Signal wires on met3:
The bar under the picture is 20 µm long.
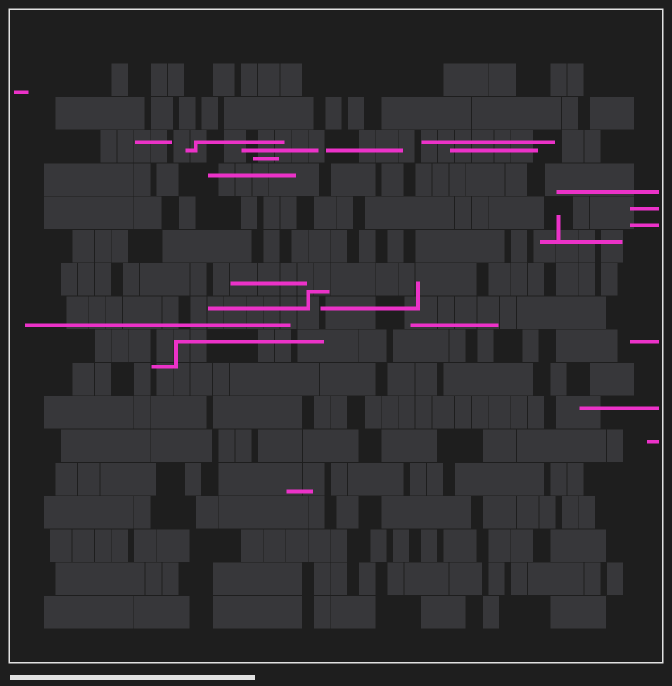
Metal layers overlaid:
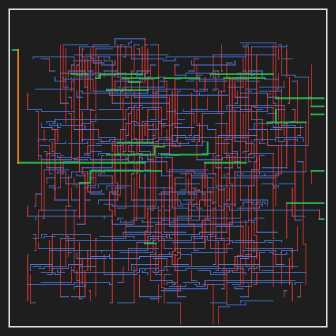
Met2 routing:
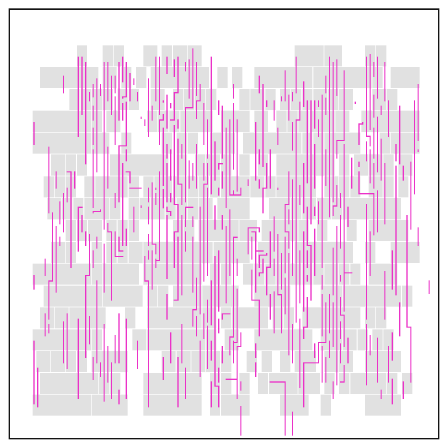
Clock wires, drivers and flops:
The bar under the picture is 20 µm long.
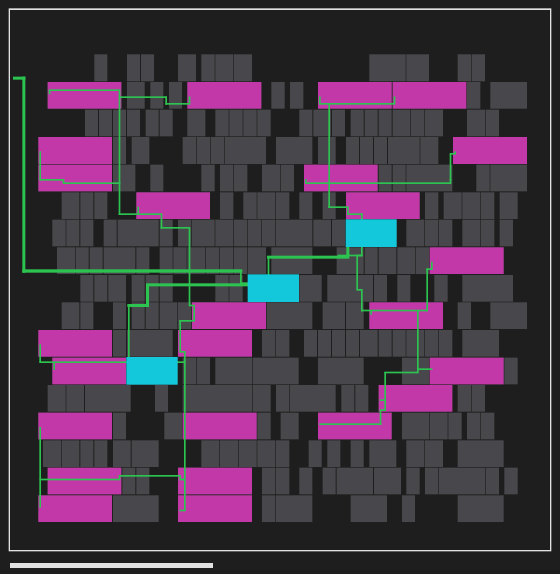
==> config.mk <==
export PLATFORM = sky130hd
export DESIGN_NAME = timer_seq_ctrl
export DESIGN_NICKNAME = d
export VERILOG_FILES = /design/src/rtl/timer_seq_ctrl.sv
export SDC_FILE = /design/constraint.sdc
export NUM_CORES = 1
export LEC_CHECK = 0
export ABC_AREA = 1
export CORE_MARGIN = 2
export CORE_UTILIZATION = 65
export CTS_BUF_LIST = sky130_fd_sc_hd__clkbuf_8
export CTS_CLUSTER_DIAMETER = 80
export DETAILED_ROUTE_END_ITERATION = 12
export GPL_TIMING_DRIVEN = 0
export PLACE_DENSITY = 0.86
export SLEW_MARGIN = 20
export SYNTH_ARGS = -nofsm -noshare
export SYNTH_HDL_FRONTEND = slang
export SYNTH_SLANG_ARGS = --single-unit
==> constraint.sdc <==
create_clock -name clk -period 3.05 [get_ports clk]
set_clock_uncertainty 0.1 [all_clocks]
set_input_delay 0.61 -clock clk [delete_from_list [all_inputs] [get_ports clk]]
set_output_delay 0.61 -clock clk [all_outputs]
set_load 0.02 [all_outputs]
==> qor.csv <==
stage;metric;value;unit
clocking;clock slew at reported path FFs;90;ps
clocking;CTS Root Cell;sky130_fd_sc_hd__clkbuf_8;
placed_design;Final GP Congestion;0.850;
clocking;hold_buf cts;0;
floorplan;die y size;53.3;µm
min_path;Hold Crit Depth;2;
status;run status;completed;
detailed_routing;antenna-violating nets left;0;
worst_setup_path;Crit Path Class;register to output port;
timing;unrepaired setup endpoints after global routing;no;
placed_design;Detailed Place HPWL;2.63;mm
detailed_routing;initial DRC count;53;
timing;final hold violation count;0;
grt;number of global-route vias before repair;1440;
timing;minimum setup slack in the final design;373;ps
synth;number of warnings issued by yosys;0;
worst_setup_path;type of element capturing the critical path;output port;
synth;tally of unique sky130hd cells used after synthesis;25;
detailed_routing;final routed DRC violation total;0;
grt;pin count of the biggest net entering global routing;16;
grt;wire length of the first global-routing pass;6.00;mm
clocking;number of buffers added by the clock tree synthesis step;3;
finish;Diodes inserted;0;
worst_setup_path;reg-to-reg setup timing slack;1210;ps
synth;syn avg cell area;6.58;µm²
timing;worst slew pin tran;502;ps
clocking;Resized cells post-CTS;0;
floorplan;number of ports placed on the die boundary;10;
synth;Syn Std Cell Area;1580;µm²
finish;area overhead of the layout relative to synthesis;10.4;%
job;number of warning messages in the logs;31;
finish;count of filler cells inserted in the layout;180;
placed_design;placed cell count;276;
clocking;maximum buffer depth of the clock tree;2;
Back to the opening pictures, 'signal wires on met3':
The layer carries 153 µm of wire. The longest straight run is 21.4 µm. 20 nets have wire on it. The layer holds 4.5% of the routed length. The wires run mostly horizontal.
routed via count: 1,525
Final Routed Wirelength: 3.41 mm
met3 global-route usage: 5.37%

Back to the opening pictures, 'metal layers overlaid':
Key: blue = M1 [wire length 1,580 µm]; red = M2 [wire length 1,660 µm]; green = M3 [wire length 153 µm]; orange = M4 [wire length 19.0 µm]
DR WL/cell: 12.2 µm
total global routing track utilization: 28.6%

Back to the opening pictures, 'met2 routing':
The layer carries 1,660 µm of wire. The layer holds 49% of the routed length.
GRT met2 Usage: 50.2%

Back to the opening pictures, 'clock wires, drivers and flops':
Key: cyan = clock-net drivers [count 3]; green = clock wires [length 290 µm]; magenta = flip-flops [count 25]
Position of the flops: all over the die.
part of the power in the clock network: 14.3%
clock group power: 201 µW

[worst max-delay path, stage by stage, from the launching register on]
cell	delay, ps
sky130_fd_sc_hd__dfxtp_1	350
sky130_fd_sc_hd__inv_1	120
sky130_fd_sc_hd__ha_1	280
sky130_fd_sc_hd__clkbuf_8	220
sky130_fd_sc_hd__nand2_1	80
sky130_fd_sc_hd__inv_1	60
sky130_fd_sc_hd__clkdlybuf4s50_1	590
[power by group through the flow]
stage / logic, µW / registers [µW] / clock network (µW)
after floorplan: 583 / 439 / 0
after global placement: 700 / 449 / 0
after CTS: 748 / 447 / 203
after global routing: 850 / 456 / 212
after detailed placement: 739 / 455 / 0
final: 757 / 449 / 201
[stage by stage]
step	utilization, %	instance area, µm²	power [µW]
3_5_place_dp	75.2	1700	1190
3_3_place_gp	75.2	1700	1150
4_1_cts	77.4	1740	1400
5_1_grt	77.4	1740	1520
2_1_floorplan	-	1580	1020
6_report	77.4	1740	1410
[synthesized netlist by cell type, drive strengths merged]
master  number
nor3         2
xor2         1
nand3b       1
inv         34
a21boi       1
ha          12
nand3       19
nand4        2
a21oi       20
buf          1
xnor2        1
a31oi        1
nand2       63
dfxtp       25
clkbuf       2
o211ai       1
o21ai       10
nor2        41
a211oi       3
[cell type report]
| type | count | share of cell area, % |
|---|---|---|
| well taps | 28 | 2.01 |
| flip-flops and latches | 25 | 28.7 |
| repair buffers | 8 | 4.59 |
| plain buffers | 3 | 1.22 |
| clock buffers | 3 | 2.37 |
| inverters | 34 | 7.32 |
| multi-input cells | 178 | 53.4 |
| clock inverters | 1 | 0.430 |
[per-layer routing]
layer  part of all wire (%)  vias to the layer above  global-route usage [%]
met4                   0.56                        0                    9.83
met1                     46                      696                    34.5
li1                       -                      789                       -
met2                     49                       38                    50.2
met5                      0                        -                       0
met3                    4.5                        2                    5.37
Power figures rest on the tool's default switching activity, not on a simulated workload.
